File: src/rtl/rv32_pkg.sv
// Shared types and defaults for the RV32 front end.
// Holds the fetch FSM states, the branch-type encoding and the reset defaults.
package rv32_pkg;

    typedef enum logic [1:0] {
        IDLE,
        FETCH,
        DRAIN,
        HOLD
    } fetch_state_t;

    typedef enum logic [2:0] {
        B_EQ,
        B_NE,
        B_LT,
        B_GE,
        B_LTU,
        B_GEU
    } b_t;

    localparam logic [31:0] RESET_PC_DEFAULT = 32'h0000_0000;
    localparam int unsigned CNT_W_DEFAULT    = 16;
    localparam int unsigned INSTR_W          = 32;

    function automatic logic misaligned(input logic [1:0] lo);
        return lo != 2'b00;
    endfunction

endpackage

File: src/rtl/sat_counter.sv
// Saturating up-counter for performance statistics.
// Counts inc pulses and sticks at all-ones.
module sat_counter #(
    parameter int unsigned CNT_W = 16
) (
    input  logic             clk,
    input  logic             nRst,
    input  logic             inc,
    output logic [CNT_W-1:0] cnt
);

    always_ff @(posedge clk) begin
        if (!nRst) begin
            cnt <= '0;
        end else if (inc && (cnt != '1)) begin
            cnt <= cnt + CNT_W'(1);
        end
    end

endmodule

File: src/rtl/pc_fetch_ctrl.sv
// PC sequencer and instruction-memory fetch handshake.
// Applies branch/jump redirects from EX, flushing IF/ID and draining any in-flight fetch.
module pc_fetch_ctrl
    import rv32_pkg::*;
#(
    parameter int unsigned          ADDR_W   = 32,
    parameter logic [ADDR_W-1:0]    RESET_PC = ADDR_W'(RESET_PC_DEFAULT),
    parameter int unsigned          CNT_W    = CNT_W_DEFAULT
) (
    input  logic               clk,
    input  logic               nRst,
    input  logic               en,
    input  logic               branch_valid,
    input  logic               b_out,
    input  logic [ADDR_W-1:0]  branch_target,
    input  logic               jump_valid,
    input  logic [ADDR_W-1:0]  jump_target,
    input  logic               imem_ack,
    input  logic [INSTR_W-1:0] imem_rdata,
    output logic               imem_req,
    output logic [ADDR_W-1:0]  imem_addr,
    output logic [INSTR_W-1:0] instr,
    output logic [ADDR_W-1:0]  instr_pc,
    output logic               instr_valid,
    output logic               flush,
    output logic               misalign_err,
    output logic [CNT_W-1:0]   branch_cnt,
    output logic [CNT_W-1:0]   taken_cnt
);

    fetch_state_t       state_q, state_d;
    logic [ADDR_W-1:0]  pc_q, pc_d;
    logic [ADDR_W-1:0]  pend_q, pend_d;
    logic [INSTR_W-1:0] instr_q, instr_d;
    logic [ADDR_W-1:0]  ipc_q, ipc_d;
    logic               iv_q, iv_d;
    logic               mis_q, mis_d;

    logic               redirect;
    logic               take;
    logic [ADDR_W-1:0]  raw_tgt;
    logic [ADDR_W-1:0]  tgt;

    always_ff @(posedge clk) begin
        if (!nRst) begin
            state_q <= IDLE;
            pc_q    <= RESET_PC;
            pend_q  <= '0;
            instr_q <= '0;
            ipc_q   <= '0;
            iv_q    <= 1'b0;
            mis_q   <= 1'b0;
        end else begin
            state_q <= state_d;
            pc_q    <= pc_d;
            pend_q  <= pend_d;
            instr_q <= instr_d;
            ipc_q   <= ipc_d;
            iv_q    <= iv_d;
            mis_q   <= mis_d;
        end
    end

    always_comb begin
        redirect = jump_valid | (branch_valid & b_out);
        raw_tgt  = jump_valid ? jump_target : branch_target;
        tgt      = {raw_tgt[ADDR_W-1:2], 2'b00};
        // Wrong-path redirects arriving while draining are already flushed
        take     = redirect && (state_q != DRAIN);

        state_d  = state_q;
        pc_d     = pc_q;
        pend_d   = pend_q;
        instr_d  = instr_q;
        ipc_d    = ipc_q;
        iv_d     = iv_q;
        mis_d    = take && misaligned(raw_tgt[1:0]);
        imem_req = 1'b0;
        flush    = take && nRst;

        case (state_q)
            IDLE: begin
                state_d = FETCH;
                if (take) begin
                    pc_d = tgt;
                    iv_d = 1'b0;
                end
            end
            FETCH: begin
                imem_req = 1'b1;
                if (take) begin
                    iv_d = 1'b0;
                    if (imem_ack) begin
                        pc_d = tgt;
                    end else begin
                        pend_d  = tgt;
                        state_d = DRAIN;
                    end
                end else if (imem_ack) begin
                    instr_d = imem_rdata;
                    ipc_d   = pc_q;
                    iv_d    = 1'b1;
                    pc_d    = pc_q + ADDR_W'(4);
                    if (!en) begin
                        state_d = HOLD;
                    end
                end else if (en) begin
                    iv_d = 1'b0;
                end
            end
            DRAIN: begin
                // Request stays up at the old pc until memory acknowledges it
                imem_req = 1'b1;
                iv_d     = 1'b0;
                if (imem_ack) begin
                    pc_d    = pend_q;
                    state_d = FETCH;
                end
            end
            HOLD: begin
                if (take) begin
                    pc_d    = tgt;
                    iv_d    = 1'b0;
                    state_d = FETCH;
                end else if (en) begin
                    iv_d    = 1'b0;
                    state_d = FETCH;
                end
            end
            default: begin
                state_d = IDLE;
            end
        endcase
    end

    assign imem_addr    = pc_q;
    assign instr        = instr_q;
    assign instr_pc     = ipc_q;
    assign instr_valid  = iv_q;
    assign misalign_err = mis_q;

    sat_counter #(.CNT_W(CNT_W)) u_branch_cnt (
        .clk  (clk),
        .nRst (nRst),
        .inc  (branch_valid),
        .cnt  (branch_cnt)
    );

    sat_counter #(.CNT_W(CNT_W)) u_taken_cnt (
        .clk  (clk),
        .nRst (nRst),
        .inc  (branch_valid & b_out),
        .cnt  (taken_cnt)
    );

endmodule
File: config.mk
export PLATFORM = sky130hd
export DESIGN_NAME = pc_fetch_ctrl
export DESIGN_NICKNAME = d
export VERILOG_FILES = /design/src/rtl/rv32_pkg.sv /design/src/rtl/sat_counter.sv /design/src/rtl/pc_fetch_ctrl.sv
export SDC_FILE = /design/constraint.sdc
export NUM_CORES = 1
export LEC_CHECK = 0
export ABC_AREA = 1
export CORE_AREA = 2 2 96 190
export DETAILED_ROUTE_END_ITERATION = 12
export DIE_AREA = 0 0 98 192
export PLACE_DENSITY_LB_ADDON = 0.12
export SLEW_MARGIN = 10
export SYNTH_ARGS = -nofsm -noshare
export SYNTH_HDL_FRONTEND = slang
export SYNTH_SLANG_ARGS = --single-unit
File: constraint.sdc
create_clock -name clk -period 1.9 [get_ports clk]
set_input_delay 0.38 -clock clk [delete_from_list [all_inputs] [get_ports clk]]
set_output_delay 0.38 -clock clk [all_outputs]
set_load 0.03 [all_outputs]
Figure 1. Power grid.
Bar = 20 µm. Pins as bars on the die edge. Tap cells in gray.
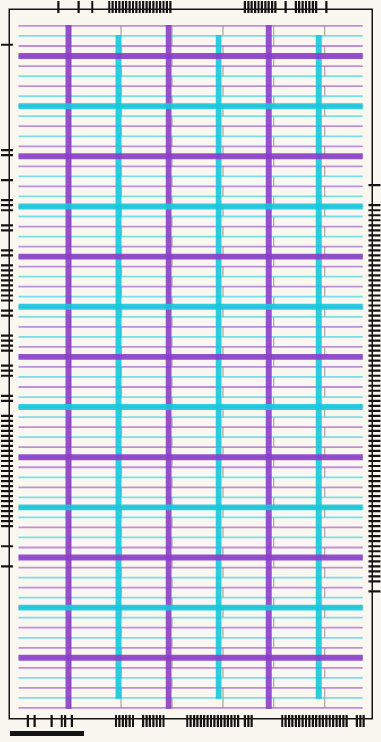
VSS: shown in purple. VDD: shown in cyan.
The core has 68 rows. 69 met1 rails follow the rows. 13 straps on met5.

Figure 2. Sequential cells grouped by signal name.
Bar = 20 µm.
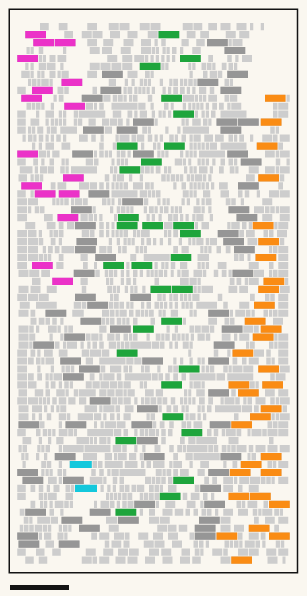
state_q: shown in cyan, placed flops 2. instr: shown in orange, placed flops 32, where a vertical strip on the right. imem_addr: shown in green, placed flops 30, where a vertical strip down the middle. u_taken_cnt.cnt: shown in magenta, placed flops 16, where top left.
Another 78 sequential cells are not colored.

==> results.ini <==
[clock_tree]
htree_levels = 4
clk_latency_ns = 0.43
cts_resized = 62

[placed_design]
dp_hpwl_um = 18500

[sta]
fmax_mhz = 535
fin_crit_ns = 1.87
drv_slew = 0

[global_routing]
antenna_found_initial = 0
grt_pass1_wl_um = 40200
grt_max_degree = 70
grt_pass1_vias = 8558

[layout]
mostFrequentLayoutCell = nand2_1
comb_area_share_pct = 37.3

[outcome]
outcome = finished, final reports clean

[job]
tool_warnings = 32

[synthesis]
ys_sh_mux_pct = 2.88
logic_family = simple AND/OR/NAND/NOR gates
syn_inst = 1245
yosys_area_um2 = 8340

[critical_path]
required_ns = 1.52
cp_cell_sequence = inv_2 -> ha_2 -> a21oi_4 -> inv_4 -> nor2_4 -> buf_6

[drt]
drc = 0
vias_per_cell = 5.18
drtAntennaViolNets = 0

[floorplan]
die.size.x_um = 98

[power_and_ir_drop]
ir_worst_vdd_uv = 600
power_density_nw_per_um2 = 878

Figure 3. Placement view.
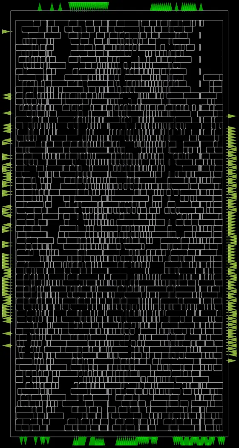
final design utilization: 67.8%
Fillers: 1,608
core area: 17,300 µm²
Tapcell Cnt: 210

==> path summary, 6_finish.rpt <==
| kind | end | cells after the start | start |
|---|---|---|---|
| setup / recovery | flush | 6 | state_q[0] |
| hold / removal | misalign_err | 4 | jump_valid |
| setup reg to reg | imem_addr[19] | 10 | state_q[0] |
| hold reg to reg | instr[2] | 2 | instr[2] |
==> sequential cells by signal, summed over array words and instances, names as in the netlist <==
register          flops
instr_pc             30
misalign_err          1
u_taken_cnt.cnt      16
u_branch_cnt.cnt     16
imem_addr            30
instr_valid           1
state_q               2
instr                32
pend_q               30
==> where the power goes <==
group	internal, mW	switching (mW)	total, mW	leakage [nW]
clock	1.73	1.48	3.20	0.258
combinational	1.28	1.87	3.15	3.22
sequential	3.63	0.305	3.94	1.29
total	6.64	3.65	10.3	4.77
==> routing by layer <==
| metal | wire, µm | GRT usage [%] |
|---|---|---|
| met5 | 0 | 0 |
| met1 | 9470 | 27.9 |
| met4 | 1020 | 12.7 |
| met2 | 12800 | 48.5 |
| met3 | 1240 | 4.51 |
==> cells in the mapped netlist, types with 17 or more instances <==
cell | count | area share, %
nand2_1 | 266 | 12
inv_1 | 132 | 5.9
clkbuf_1 | 34 | 1.5
xor2_1 | 17 | 1.8
o21a_1 | 19 | 1.7
nand3_1 | 38 | 2.3
nor2_1 | 138 | 6.2
mux2i_1 | 24 | 2.9
a21oi_1 | 177 | 11
o21ai_0 | 121 | 7.3
buf_2 | 21 | 1.3
dfxtp_1 | 158 | 38
==> cells by family after synthesis <==
logic type	count (synthesis)
and+or+nand+nor	486
AOI/OAI and AO/OA	334
buffers and inverters	210
DFF	158
xor gates and xnor gates	24
muxes	24
adders and majority gates	8
other	1
No activity file was given, so power comes from the tool's default toggle rates.
